$ cat src/rtl/mux_sel_arbiter_pkg.sv
// -----------------------------------------------------------------------------
// mux_sel_arbiter_pkg
// Shared definitions for the two-requester mux-select arbiter:
//   - arb_state_e : grant state encoding (IDLE / G0 / G1)
//   - HOLD_MAX_DEFAULT, CW_DEFAULT : default hold limit and counter width
//   - arb_decide() : round-robin pick between two requesters
// -----------------------------------------------------------------------------
package mux_sel_arbiter_pkg;

  // One-hot-ish encoding: bit 0 means requester 0 owns the port, bit 1 means
  // requester 1 owns it. 2'b11 is illegal and is treated as IDLE by the FSM.
  typedef enum logic [1:0] {
    IDLE = 2'b00,
    G0   = 2'b01,
    G1   = 2'b10
  } arb_state_e;

  localparam int HOLD_MAX_DEFAULT = 8;
  localparam int CW_DEFAULT       = 4;

  // Round-robin decision. last_grant = 0 means requester 0 was granted most
  // recently, so on a tie requester 1 wins, and vice versa.
  function automatic arb_state_e arb_decide(input logic req0,
                                            input logic req1,
                                            input logic last_grant);
    arb_state_e pick;
    if (req0 && req1) begin
      pick = last_grant ? G0 : G1;
    end else if (req0) begin
      pick = G0;
    end else if (req1) begin
      pick = G1;
    end else begin
      pick = IDLE;
    end
    return pick;
  endfunction

endpackage

$ cat src/rtl/mux_sel_arbiter_hold_counter.sv
// -----------------------------------------------------------------------------
// mux_sel_arbiter_hold_counter
// CW-bit saturating up-counter used to measure how long the current owner has
// held the shared port.
//   clk       : clock, rising edge
//   rst_n     : asynchronous active-low reset, clears the count
//   clr_i     : synchronous clear (wins over en_i)
//   en_i      : count enable; the count stops at MAX_VAL
//   at_max_o  : high while the count equals MAX_VAL (terminal count)
// -----------------------------------------------------------------------------
module mux_sel_arbiter_hold_counter #(
  parameter int CW      = 4,
  parameter int MAX_VAL = 7
) (
  input  logic clk,
  input  logic rst_n,
  input  logic clr_i,
  input  logic en_i,
  output logic at_max_o
);

  localparam logic [CW-1:0] MAX_CNT = CW'(MAX_VAL);

  logic [CW-1:0] count_q;
  logic [CW-1:0] count_d;

  always_comb begin
    count_d = count_q;
    if (clr_i) begin
      count_d = '0;
    end else if (en_i && (count_q != MAX_CNT)) begin
      count_d = count_q + 1'b1;
    end
  end

  always_ff @(posedge clk or negedge rst_n) begin
    if (!rst_n) begin
      count_q <= '0;
    end else begin
      count_q <= count_d;
    end
  end

  assign at_max_o = (count_q == MAX_CNT);

endmodule

$ cat src/rtl/mux_sel_arbiter.sv
// -----------------------------------------------------------------------------
// mux_sel_arbiter
// Two-requester round-robin arbiter in front of a 2:1 mux that shares one
// datapath port. Exactly one requester is granted at a time, the mux select
// comes straight from a flop, and a hold counter forces the owner off the port
// after HOLD_MAX consecutive cycles when the other requester is waiting.
//
// Ports
//   clk     : clock, rising edge
//   rst_n   : asynchronous active-low reset
//   req0/1  : level request, held for the whole transaction
//   done0/1 : last cycle of the owner's transaction (ignored unless granted)
//   gnt0/1  : registered grants, never both high
//   sel     : registered mux select (0 = requester 0, 1 = requester 1);
//             keeps its last value while idle
//   busy    : registered gnt0 | gnt1
//   timeout : one-cycle pulse in the first cycle after a forced release
// -----------------------------------------------------------------------------
import mux_sel_arbiter_pkg::*;

module mux_sel_arbiter #(
  parameter int HOLD_MAX = HOLD_MAX_DEFAULT,
  parameter int CW       = CW_DEFAULT
) (
  input  logic clk,
  input  logic rst_n,
  input  logic req0,
  input  logic req1,
  input  logic done0,
  input  logic done1,
  output logic gnt0,
  output logic gnt1,
  output logic sel,
  output logic busy,
  output logic timeout
);

  // ---------------------------------------------------------------------------
  // State and output registers
  // ---------------------------------------------------------------------------
  arb_state_e state_q, state_d;
  logic       last_grant_q, last_grant_d;
  logic       gnt0_q, gnt0_d;
  logic       gnt1_q, gnt1_d;
  logic       sel_q, sel_d;
  logic       busy_q, busy_d;
  logic       timeout_q, timeout_d;

  // Decision helpers
  logic decide;       // re-run arbitration at this edge
  logic voluntary;    // owner finished or withdrew its request
  logic forced;       // owner hit the hold limit while the other is waiting
  logic cnt_clr;
  logic cnt_en;
  logic cnt_at_max;

  // ---------------------------------------------------------------------------
  // Hold counter: counts granted cycles of the current owner. It reads 0 in
  // the first granted cycle, so reaching HOLD_MAX-1 means the owner has been
  // on the port for HOLD_MAX cycles.
  // ---------------------------------------------------------------------------
  mux_sel_arbiter_hold_counter #(
    .CW      (CW),
    .MAX_VAL (HOLD_MAX - 1)
  ) u_hold_counter (
    .clk      (clk),
    .rst_n    (rst_n),
    .clr_i    (cnt_clr),
    .en_i     (cnt_en),
    .at_max_o (cnt_at_max)
  );

  // ---------------------------------------------------------------------------
  // Next-state logic
  // ---------------------------------------------------------------------------
  always_comb begin
    state_d      = state_q;
    last_grant_d = last_grant_q;
    decide       = 1'b0;
    voluntary    = 1'b0;
    forced       = 1'b0;
    cnt_clr      = 1'b0;
    cnt_en       = 1'b0;

    case (state_q)
      IDLE: begin
        decide = 1'b1;
      end
      G0: begin
        voluntary = done0 | ~req0;
        // A release the owner asked for is never reported as a timeout, even
        // if the hold limit happens to be reached on the same edge.
        forced    = ~voluntary & cnt_at_max & req1;
        decide    = voluntary | forced;
      end
      G1: begin
        voluntary = done1 | ~req1;
        forced    = ~voluntary & cnt_at_max & req0;
        decide    = voluntary | forced;
      end
      default: begin
        decide = 1'b1;
      end
    endcase

    if (decide) begin
      // Release and re-arbitration happen on the same edge, so a handoff has
      // no idle bubble and a lone re-requester is re-granted with a fresh
      // count.
      state_d = arb_decide(req0, req1, last_grant_q);
      cnt_clr = 1'b1;
      if (state_d == G0) begin
        last_grant_d = 1'b0;
      end else if (state_d == G1) begin
        last_grant_d = 1'b1;
      end
    end else begin
      cnt_en = 1'b1;
    end
  end

  // ---------------------------------------------------------------------------
  // Output next values, all taken from the next state so every output is a
  // flop and the mux select cannot glitch.
  // ---------------------------------------------------------------------------
  always_comb begin
    gnt0_d    = (state_d == G0);
    gnt1_d    = (state_d == G1);
    busy_d    = (state_d == G0) || (state_d == G1);
    timeout_d = forced;
    sel_d     = sel_q;
    if (state_d == G1) begin
      sel_d = 1'b1;
    end else if (state_d == G0) begin
      sel_d = 1'b0;
    end
  end

  always_ff @(posedge clk or negedge rst_n) begin
    if (!rst_n) begin
      state_q      <= IDLE;
      last_grant_q <= 1'b1;   // requester 0 wins the first tie
      gnt0_q       <= 1'b0;
      gnt1_q       <= 1'b0;
      sel_q        <= 1'b0;
      busy_q       <= 1'b0;
      timeout_q    <= 1'b0;
    end else begin
      state_q      <= state_d;
      last_grant_q <= last_grant_d;
      gnt0_q       <= gnt0_d;
      gnt1_q       <= gnt1_d;
      sel_q        <= sel_d;
      busy_q       <= busy_d;
      timeout_q    <= timeout_d;
    end
  end

  assign gnt0    = gnt0_q;
  assign gnt1    = gnt1_q;
  assign sel     = sel_q;
  assign busy    = busy_q;
  assign timeout = timeout_q;

endmodule

$ cat config.mk
export PLATFORM = sky130hd
export DESIGN_NAME = mux_sel_arbiter
export DESIGN_NICKNAME = d
export VERILOG_FILES = /design/src/rtl/mux_sel_arbiter_pkg.sv /design/src/rtl/mux_sel_arbiter_hold_counter.sv /design/src/rtl/mux_sel_arbiter.sv
export SDC_FILE = /design/constraint.sdc
export NUM_CORES = 1
export LEC_CHECK = 0
export CAP_MARGIN = 20
export CELL_PAD_IN_SITES_DETAIL_PLACEMENT = 0
export CELL_PAD_IN_SITES_GLOBAL_PLACEMENT = 1
export CORE_MARGIN = 3
export CORE_UTILIZATION = 39
export CTS_CLUSTER_SIZE = 40
export DETAILED_ROUTE_END_ITERATION = 7
export GPL_TIMING_DRIVEN = 0
export PLACE_DENSITY = 0.82
export SYNTH_ARGS = -nofsm -noshare
export SYNTH_HDL_FRONTEND = slang
export SYNTH_HIERARCHICAL = 1
export SYNTH_SLANG_ARGS = --single-unit
$ cat constraint.sdc
create_clock -name clk -period 3.25 [get_ports clk]
set_clock_uncertainty 0.1 [all_clocks]
set_input_delay 0.65 -clock clk [delete_from_list [all_inputs] [get_ports clk]]
set_output_delay 0.65 -clock clk [all_outputs]
set_load 0.1 [all_outputs]
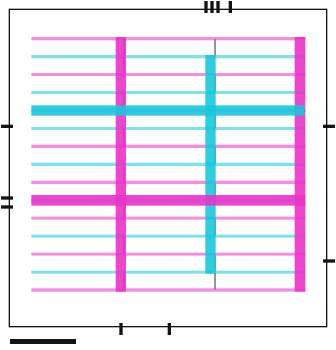
*Power grid*
Bar = 10 um. Pins as bars on the die edge. Tap cells in gray.
Magenta marks VSS. Cyan marks VDD.
3 straps on met4. 16 tap cells. The core has 14 rows.

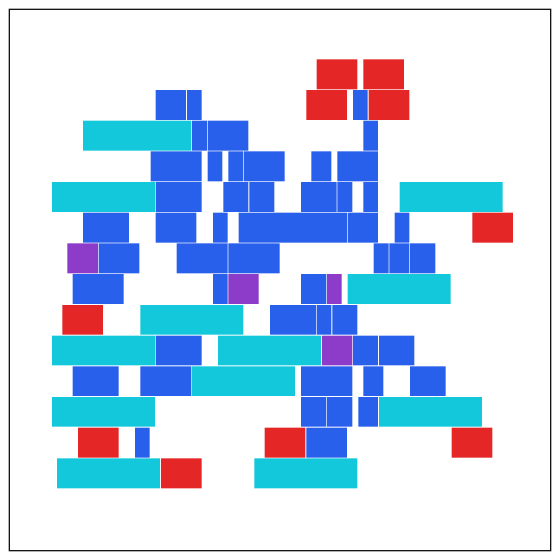
*Cell classes on the final placement*
Blue marks combinational and other logic, cells 49, share of their area 47%. Red marks remaining buffers and delay cells, cells 10, share of their area 12%. Purple marks clock drivers and dummy loads, cells 4, share of their area 3.2%. Cyan marks sequential cells, cells 12, share of their area 37%.

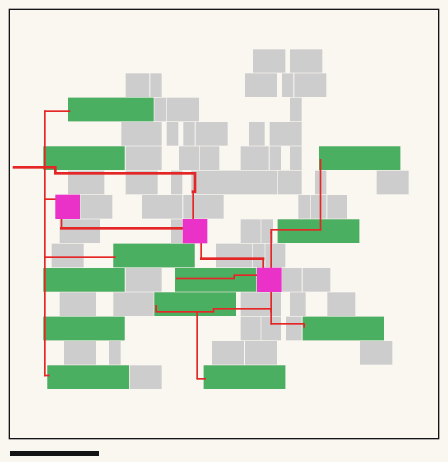
*Clock network drawn from the DEF*
Bar = 10 um.
Magenta marks clock drivers, count 3. Red marks clock wires, length 164 um. Green marks flip-flops, count 12.
There are 4 routed clock nets.

==> results.cfg <==
; implementation run metrics
[setup_path]
r2r_slack_ns = 0.40
arrival_ns = 2.92
cpPeakStageDelay_ns = 0.51
r2r-start = u_hold_counter/count_q[0]$_DFFE_PN0P_
rr_worst_depth = 8
r2r_end = sel$_DFFE_PN0P_
endpoint_kind = flip-flop
critPathKind = input port to flip-flop
path_buffers = 1
crit_path_end = sel$_DFFE_PN0P_
crit_family = multiplexers
cp_max_fo = 10
slowest_stage = a221oi_4
worst-path-stages = 7
startpoint = req1

[grt]
grt-ovfl-total = 0
grt_util_met1_pct = 15.9
grt.met3_usage_pct = 6.77
grt_pass1_vias = 484

[timing]
rsz0062_at_grt = no
finalMaxSlewViolations = 0
max_freq_ghz = 0.348
relSlewSlack_pct = 34.9
fin_crit_sh_pct = 88.3
setup-violations-final = 0
max_slew.worst_pin.slew_ns = 0.974

[finish]
lay_top_count = dfrtp_1
stdcell_count = 91
fillers = 148
register_area_um2 = 302
logic_area_um2 = 352
most-common-layout-cells = 11 x dfrtp_1, 10 x clkdlybuf4s50_1, 8 x inv_1, 6 x ha_1

[detailed_routing]
wl_met3_um = 63
num_vias = 495
met1_length_um = 509
antenna_left = 0
drtIter0Drc = 9
drc_errors = 0
highest_layer = met3

[min_path]
hold_class = flip-flop to flip-flop
worstHoldStart = last_grant_q$_DFFE_PN1P_
hold_depth = 2

[job]
maxCapViolCount = 0
openroad.warnings = 28

[cts]
post-cts-setup-buffers = 0
cts_tree = built
clk_pin_slew_ns = 0.06
cts_sinks = 12
clock.latency.late_pin_ns = 0.27

[synth]
synth_nets = 73
ys_cells = 61
netlist_area_um2 = 683
ys_ff = 12
ys_chip_area_um2 = 683

[placement]
numPortBuffers = 10
pre_cts_slack_ns = 0.0978
gp_congestion = 0.723

[die]
chipWidth_um = 47.9
core_area_mm2 = 0.00158

[status]
outcome = finished clean
registers in the layout, indices dropped and copies added, names as in the netlist, named ones only:
name                    flops
sel                         1
u_hold_counter/count_q      4
last_grant_q                1
gnt0                        1
gnt1                        1
busy                        1
state_q                     1
timeout                     1
tightest hold or removal path: stages, from the launching register on:
cell     delay [ns]
dfstp_2        0.37
inv_1          0.05
mux2i_1        0.07
report_power, final:
group	switching, mW	internal [mW]
logic	0.320	0.201
clock network	0.0470	0.0475
registers	0.0222	0.198
total	0.389	0.447
metrics by stage:
stage | hold WS (ns) | area (um^2)
after global placement | 0.386 | 803
after global routing | 0.408 | 830
after detailed placement | 0.387 | 803
after CTS | 0.397 | 830
final | 0.391 | 830
after floorplan | 0.254 | 683
Yosys cell counts:
master     n  area, um^2
dfrtp_1   11         275
inv_1      8        30.0
ha_1       6        75.1
mux2_2     5        56.3
nand2_1    5        18.8
mux2i_1    4        40.0
nor2b_1    4        25.0
a21oi_1    2        10.0
nand2b_1   2        12.5
a21boi_0   1        7.51
a221oi_4   1        26.3
a222oi_1   1        10.0
a22oi_1    1        7.51
and3b_1    1        8.76
and4_1     1        8.76
dfstp_2    1        26.3
nand3_1    1        5.00
nand3_2    1        10.0
nand4_1    1        6.26
nor2_1     1        3.75
nor3_1     1        5.00
nor4b_1    1        8.76
or3_1      1        6.26
cell families after synthesis:
family,count (synthesis),synth area share [%]
simple gates,20,17.4
flops,12,44.1
mux,9,14.1
buf+inv,8,4.40
compound gates,6,8.98
fa+ha+maj,6,11.0
layout make-up:
class / count / area share, %
clock buffer: 4 / 3.17
inverter: 8 / 3.62
sequential: 12 / 36.3
multi-input combinational: 41 / 42.4
tap: 16 / 2.41
timing repair buffer: 10 / 12.1
